run_1/clk_routes.png
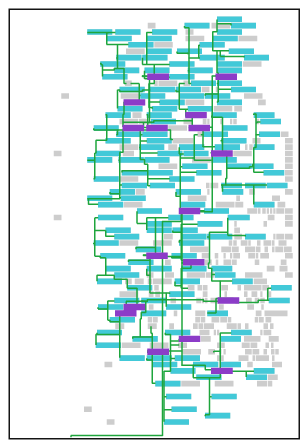
run_1/io_placement.png
Pins as bars across the die edge, other pins in grey.
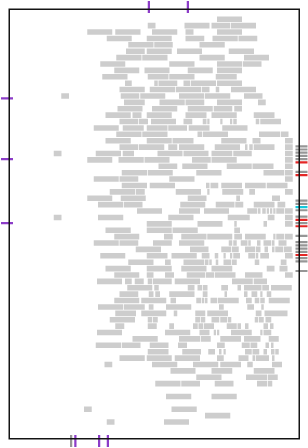
run_1/placement.png
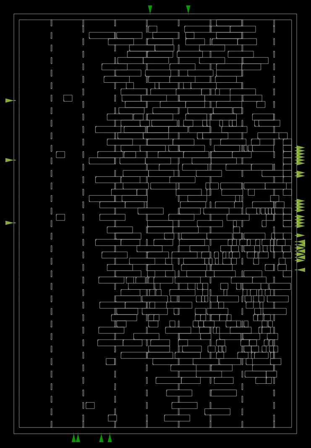
run_1/wires.png
Scale bar: 20 um.
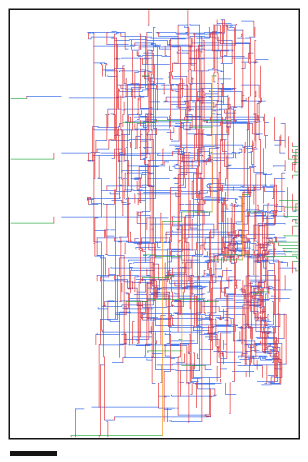
**src/rtl/ring_fifo.sv**
```systemverilog
// Circular-buffer FIFO with occupancy count, level thresholds, sticky error flags,
// synchronous flush and optional overwrite-oldest behaviour when full.
module ring_fifo #(
  parameter int unsigned WIDTH      = 8,
  parameter int unsigned DEPTH      = 16,
  parameter int unsigned AFULL_LVL  = DEPTH - 2,
  parameter int unsigned AEMPTY_LVL = 2,
  parameter bit          OVERWRITE  = 1'b0
) (
  input  logic                       clock_i,
  input  logic                       resetn_i,
  input  logic                       push_i,
  input  logic [WIDTH-1:0]           push_data_i,
  input  logic                       pop_i,
  output logic [WIDTH-1:0]           pop_data_o,
  output logic                       pop_valid_o,
  input  logic                       flush_i,
  input  logic                       clear_flags_i,
  output logic [$clog2(DEPTH+1)-1:0] count_o,
  output logic                       full_o,
  output logic                       empty_o,
  output logic                       almost_full_o,
  output logic                       almost_empty_o,
  output logic                       overflow_o,
  output logic                       underflow_o
);

  localparam int unsigned PtrW = (DEPTH > 1) ? $clog2(DEPTH) : 1;
  localparam int unsigned CntW = $clog2(DEPTH + 1);
  localparam logic [PtrW-1:0] LastIdx = PtrW'(DEPTH - 1);
  localparam logic [CntW-1:0] FullCnt = CntW'(DEPTH);

  logic [WIDTH-1:0] mem_q [DEPTH];
  logic [PtrW-1:0]  wr_ptr_q, wr_ptr_d, rd_ptr_q, rd_ptr_d;
  logic [CntW-1:0]  count_q, count_d;
  logic [WIDTH-1:0] pop_data_q, pop_data_d;
  logic             pop_valid_q, pop_valid_d;
  logic             overflow_q, overflow_d, underflow_q, underflow_d;
  logic             is_full, is_empty, pop_ok, push_ok, push_drop, ow_drop, mem_we;

  // Explicit wrap so non-power-of-two depths index correctly.
  function automatic logic [PtrW-1:0] ptr_inc(input logic [PtrW-1:0] ptr);
    return (ptr == LastIdx) ? '0 : ptr + 1'b1;
  endfunction

  always_comb begin
    is_full   = (count_q == FullCnt);
    is_empty  = (count_q == '0);
    pop_ok    = pop_i && !is_empty && !flush_i;
    push_ok   = push_i && !flush_i && (!is_full || pop_ok);
    push_drop = push_i && !flush_i && is_full && !pop_ok;
    ow_drop   = push_drop && OVERWRITE;
    mem_we    = push_ok || ow_drop;

    wr_ptr_d    = wr_ptr_q;
    rd_ptr_d    = rd_ptr_q;
    count_d     = count_q;
    pop_valid_d = pop_ok;
    pop_data_d  = pop_ok ? mem_q[rd_ptr_q] : '0;

    if (flush_i) begin
      wr_ptr_d = '0;
      rd_ptr_d = '0;
      count_d  = '0;
    end else begin
      if (mem_we)            wr_ptr_d = ptr_inc(wr_ptr_q);
      if (pop_ok || ow_drop) rd_ptr_d = ptr_inc(rd_ptr_q);
      if (push_ok && !pop_ok)      count_d = count_q + 1'b1;
      else if (pop_ok && !push_ok) count_d = count_q - 1'b1;
    end

    // A new error in the same cycle as clear_flags keeps the flag set.
    overflow_d  = push_drop || (overflow_q && !clear_flags_i);
    underflow_d = (pop_i && is_empty && !flush_i) || (underflow_q && !clear_flags_i);
  end

  always_ff @(posedge clock_i or negedge resetn_i) begin
    if (!resetn_i) begin
      wr_ptr_q    <= '0;
      rd_ptr_q    <= '0;
      count_q     <= '0;
      pop_data_q  <= '0;
      pop_valid_q <= 1'b0;
      overflow_q  <= 1'b0;
      underflow_q <= 1'b0;
    end else begin
      wr_ptr_q    <= wr_ptr_d;
      rd_ptr_q    <= rd_ptr_d;
      count_q     <= count_d;
      pop_data_q  <= pop_data_d;
      pop_valid_q <= pop_valid_d;
      overflow_q  <= overflow_d;
      underflow_q <= underflow_d;
    end
  end

  // Storage is deliberately left unreset.
  always_ff @(posedge clock_i) begin
    if (mem_we) mem_q[wr_ptr_q] <= push_data_i;
  end

  always_comb begin
    count_o        = count_q;
    full_o         = (count_q == FullCnt);
    empty_o        = (count_q == '0);
    almost_full_o  = (32'(count_q) >= AFULL_LVL);
    almost_empty_o = (32'(count_q) <= AEMPTY_LVL);
    pop_data_o     = pop_data_q;
    pop_valid_o    = pop_valid_q;
    overflow_o     = overflow_q;
    underflow_o    = underflow_q;
  end

endmodule
```
**config.mk**
```make
export PLATFORM = sky130hd
export DESIGN_NAME = ring_fifo
export DESIGN_NICKNAME = d
export VERILOG_FILES = /design/src/rtl/ring_fifo.sv
export SDC_FILE = /design/constraint.sdc
export NUM_CORES = 1
export LEC_CHECK = 0
export ABC_CLOCK_PERIOD_IN_PS = 7500
export CAP_MARGIN = 20
export CORE_ASPECT_RATIO = 1.5
export CORE_MARGIN = 2
export CORE_UTILIZATION = 30
export CTS_CLUSTER_DIAMETER = 40
export DETAILED_ROUTE_END_ITERATION = 10
export PLACE_DENSITY = 0.57
export SLEW_MARGIN = 20
export SYNTH_ARGS = -nofsm -noshare
export SYNTH_HDL_FRONTEND = slang
export SYNTH_SLANG_ARGS = --single-unit
```
**constraint.sdc**
```tcl
create_clock -name clock_i -period 7.5 [get_ports clock_i]
set_input_delay 0.75 -clock clock_i [delete_from_list [all_inputs] [get_ports clock_i]]
set_output_delay 0.75 -clock clock_i [all_outputs]
set_load 0.02 [all_outputs]
```
==> results_slide.txt, run 1 <==
Implementation Results

Pwr
  – Comb. pwr: approximately 600 uW
  – Psw: 723 uW
  – Overall power: around 2400 uW
  – PD cells: about 320 nW/um^2
  – Comb pwr share: around a quarter
  – Leakage: 0.00247 uW
  – Total sequential power: 1010 uW
  – Maximum vdd drop: 0.163 mV

Yosys
  – Syn Inst Count: between 300 and 400
  – Cell count in the Yosys report: around 340
  – Syn_nets: 368
  – Synth top area cells: edfxtp_1 61%, mux4_2 11%, dfrtp_1 9.5%, ha_1 1.8%, and2_1 1.7%
  – Cell Area, Synth: 6340 um^2
  – Most used flip-flop cell: edfxtp_1
  – Synth Seq Share: a little over two thirds
  – Top-area cell share: between 60% and 70%
  – Most frequent cell after synthesis: edfxtp_1
  – Top cells by count, synth: 128 x edfxtp_1, 32 x mux4_2, 24 x dfrtp_1
  – Number of enable flip-flop cells: between 100 and 150
  – Adder share: around 2.1%
  – Avg Synthesized Cell Area: 18.4 um^2
  – FFs w/ async S/R, synth: ~16%
  – Top non-seq family: multiplexers

Final timing
  – Relative max-transition margin: between 30% and 40%
  – Setup ws final: roughly 4300 ps
  – Worst slew pin tran: 1020 ps
  – Max Fclk: 0.311 GHz
  – Fin crit period: 3220 ps
  – RSZ-0062 raised after global routing: no
  – Final hold violations: 0

Final layout
  – Bufs w/o clock: 36
  – Largest class: flip-flops and latches
  – Largest register by flop count: mem_q
  – Clock buffer cells: 19
  – Ant. Diodes: 0
  – Flop share of the area: between 50% and 60%
  – Synth-to-layout area growth: 18.8%
  – Max FFs per register: ~130
  – NonClk Buf Share: about 4.7%
  – Fin area: around 7500 um^2
  – Inverters: 6
  – Final net count: between 400 and 500
  – Clock-cell share: under 10%
  – Top Layout Cells: 128 x edfxtp_1, 33 x clkdlybuf4s50_1, 32 x mux4_2
  – Post-layout util: roughly 36%

Floorplanning
  – # rows: roughly 65
  – IO Pins: 34
  – N_taps: about 270

Clock network
  – # Post-CTS Setup Buffers: 0
  – CTS H-tree depth: 4
  – CTS Hold Buffers Added: 0
  – Maximum clock path buffer count: 2
  – Clock transition at path regs: around 60 ps
  – CTS resizes: 0
  – CTS sink count: 152

Setup path
  – Slowest-stage cell, CP: clkdlybuf4s50_1
  – Critical Path Sink: count_o[4]$_DFFE_PN0P_
  – Crit path largest cell delay: around 730 ps
  – Crit path max fanout: 17
  – Buffer and inverter count on the worst path: 1
  – Critical Path End Type: register
  – CP Class: input port to register
  – Req. time, crit path: just under 8000 ps
  – Crit path depth: 8

Placement
  – Gpl congestion: 0.737
  – Pre-CTS WS: 3820 ps
  – Cell Area, Placed: a little under 7000 um^2
  – Final HPWL DP: 8.71 mm

Global route
  – Met2 Usage GRT: between 20% and 30%
  – GRT overflow: 0
  – Largest net degree at the start of global routing: 38

Routing
  – # DRC: 0
  – Post-DR wirelength/cell: 19.9 um
  – DRT Pass-1 Iters: 4
  – Antenna Nets Post-Route: 0
  – Met2 wire len: between 7 and 8 mm

Run status
  – Status: completed

Hold path
  – Worst Hold Path Cells: 1

Run
  – Tool warnings: 30
-- clk_routes.png (at the start) --
- green: clock wires (length 1800 um)
- cyan: flip-flops (count 152)
- purple: clock drivers (count 17)
- routed clock nets: 18
final setup skew: 7.74 ps
Clk network pwr share: 33.8%
Insertion Delay late pin: 420 ps
clk pwr: 816 uW

-- io_placement.png (at the start) --
- purple: push_data_i (pins 8; direction input; edge 3 left, 3 bottom, 2 top)
- cyan: almost_empty_o (pins 1; direction output; edge right)
- red: count_o (pins 5; direction output; edge right)
die width: 123 um
Die H: 182 um
IO Port Bufs: 33

-- placement.png (at the start) --
CORE AREA: 20900 um^2
seq_cells: 152

-- wires.png (at the start) --
- blue: metal 1 (wire length 5220 um)
- green: metal 3 (wire length 397 um)
- red: metal 2 (wire length 7370 um)
- orange: metal 4 (wire length 262 um)
final WL: 13.2 mm
global-route usage over all layers: 12.7%

run_1/io_fan.png
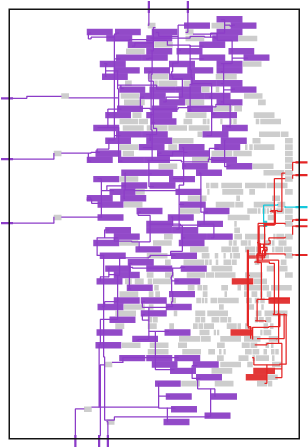

==> run 2, diff against run 1 <==
--- a/config.mk
+++ b/config.mk
@@ -5,14 +5,14 @@
 export SDC_FILE = /design/constraint.sdc
 export NUM_CORES = 1
 export LEC_CHECK = 0
-export ABC_CLOCK_PERIOD_IN_PS = 7500
+export ABC_CLOCK_PERIOD_IN_PS = 2650
 export CAP_MARGIN = 20
 export CORE_ASPECT_RATIO = 1.5
 export CORE_MARGIN = 2
 export CORE_UTILIZATION = 30
 export CTS_CLUSTER_DIAMETER = 40
 export DETAILED_ROUTE_END_ITERATION = 10
-export PLACE_DENSITY = 0.57
+export PLACE_DENSITY = 0.58
 export SLEW_MARGIN = 20
 export SYNTH_ARGS = -nofsm -noshare
 export SYNTH_HDL_FRONTEND = slang
==> constraint.sdc (replaced) <==
create_clock -name clock_i -period 2.65 [get_ports clock_i]
set_input_delay 0.265 -clock clock_i [delete_from_list [all_inputs] [get_ports clock_i]]
set_output_delay 0.265 -clock clock_i [all_outputs]
set_load 0.02 [all_outputs]
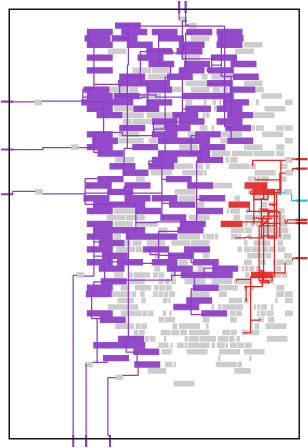
run_2/io_fan.png
- cyan: almost_empty_o (direction output; edge right; end cells 1; buffers 1; wire 8.80 um)
- purple: push_data_i (direction input; edge 3 bottom, 3 left, 2 top; end cells 128; buffers 8; wire 1520 um)
- red: count_o (direction output; edge right; end cells 5; buffers 9; wire 451 um)
IO Pins: 34

==> run 2 against run 1 <==
Sequential power grew to 2.8 times the previous value. First-iteration DRC count is 21% higher. Cell area increased by 5.0%. Register-to-register slack got worse by 4200 ps. Die area is the same. Synthesized area did not move. Via count rose by 2.3%. Largest cell class unchanged.
==> results_slide.txt, run 2 <==
Implementation Results

Yosys
  – Avg Synthesized Cell Area: 18.4 um^2 (unchanged)
  – Top-area cell share: 60.6% (unchanged)
  – Cell Area, Synth: 6340 um^2 (unchanged)
  – Most frequent cell after synthesis: edfxtp_1
  – XOR-XNOR Cells, Area Fraction: less than 1%
  – Top cells by count, synth: 128 x edfxtp_1, 32 x mux4_2, 24 x dfrtp_1
  – FFs w/ async S/R, synth: 15.8% (unchanged)
  – Number of enable flip-flop cells: 128 (unchanged)
  – Synth top area cells: edfxtp_1 61%, mux4_2 11%, dfrtp_1 9.5%, ha_1 1.8%, and2_1 1.7%
  – Mux share: between 10% and 20%
  – Syn Inst Count: 344 (unchanged)
  – Synth Seq Share: 70.1% (unchanged)
  – Top non-seq family: multiplexers
  – Cell count in the Yosys report: 344 (unchanged)
  – Most used flip-flop cell: edfxtp_1

Final layout
  – Fin area: 7910 um^2 (+5.0%)
  – Clock-cell share: 7.67% (+0.031 points)
  – Seq_cells: 152 (unchanged)
  – Synth-to-layout area growth: 24.8%
  – Bufs w/o clock: 72 (+100%)
  – Max FFs per register: 128 (unchanged)
  – Logic share of the area: 22.8%
  – Largest register by flop count: mem_q
  – Ant. Diodes: 0 (unchanged)
  – NonClk Buf Share: 8.82% (+4.1 points)
  – Top Layout Cells: 128 x edfxtp_1, 33 x clkdlybuf4s50_1, 33 x buf_4
  – Post-layout util: 37.9% (+1.8 points)
  – Flop share of the area: 56.2% (-2.8 points)
  – Largest class: flip-flops and latches
  – Final net count: 445 (+8.8%)
  – Clock buffer cells: 18 (-1)
  – Inverters: 6 (unchanged)
  – Fraction of final layout cells sized beyond drive strength 1: between 20% and 30%

Placement
  – Cell Area, Placed: 7280 um^2 (+4.7%)
  – Final HPWL DP: 9.37 mm (+7.6%)
  – Pre-CTS WS: 55.0 ps (-3760 ps)
  – Gpl congestion: 0.827 (+12%)
  – IO Port Bufs: 33 (unchanged)

Clock network
  – CTS H-tree depth: 4 (unchanged)
  – # Post-CTS Setup Buffers: 0 (unchanged)
  – Clock transition at path regs: 70 ps (about the same)
  – Insertion Delay late pin: 420 ps (about the same)
  – CTS resizes: 0 (unchanged)
  – CTS sink count: 152 (unchanged)
  – Maximum clock path buffer count: 2 (unchanged)
  – CTS Hold Buffers Added: 0 (unchanged)

Run status
  – Status: completed

Final timing
  – Total Neg Setup Slack: 0 ps
  – Worst slew pin tran: 764 ps (-255 ps)
  – Relative max-transition margin: 49.1% (+17 points)
  – Final setup skew: 12.2 ps (+4.43 ps)
  – Setup ws final: 84.7 ps (-4200 ps)
  – Max Fclk: 0.390 GHz
  – Final hold violations: 0 (unchanged)
  – Fin crit period: 2570 ps

Setup path
  – Slowest-stage cell, CP: clkdlybuf4s50_1
  – Critical Path End Type: output pin
  – Crit path depth: 4 (-4)
  – Crit path largest cell delay: 610 ps (-120 ps)
  – Critical Path Sink: full_o
  – CP Class: register to output pin
  – Crit path max fanout: 7 (-10)
  – Largest delay share family, worst path: buffers and inverters

Floorplanning
  – Die H: 182 um (unchanged)
  – # rows: 65 (unchanged)
  – Die width: 123 um (unchanged)
  – CORE AREA: 20900 um^2 (unchanged)

Global route
  – Met2 Usage GRT: 24.0% (+1.0 points)
  – Largest net degree at the start of global routing: 37 (-2.6%)
  – GRT overflow: 0 (unchanged)
  – Global-route usage over all layers: 13.1% (+0.43 points)
  – First-pass GRT wire length: between 20 and 25 mm

Pwr
  – Clk network pwr share: 34.2% (+0.4 points)
  – PD cells: 904 nW/um^2 (+180%)
  – Comb pwr share: 26.6% (+2.4 points)
  – Clk pwr: 2450 uW (+200%)
  – Overall power: 7150 uW (+200%)
  – Psw: 2090 uW (+190%)
  – Maximum vdd drop: 0.466 mV (+190%)
  – Total sequential power: 2800 uW (+180%)
  – Leakage: 0.00268 uW (+8.6%)
  – Comb. pwr: 1900 uW (+230%)

Routing
  – Final WL: 13.5 mm (+1.9%)
  – # DRC: 0 (unchanged)
  – Met2 wire len: 7.64 mm (+3.6%)
  – DRT Pass-1 Iters: 4 (unchanged)
  – Antenna Nets Post-Route: 0 (unchanged)
  – Post-DR wirelength/cell: 19.2 um (-3.4%)

Run
  – Tool warnings: 31 (+3.3%)
Power and IR drop assume default switching activity.
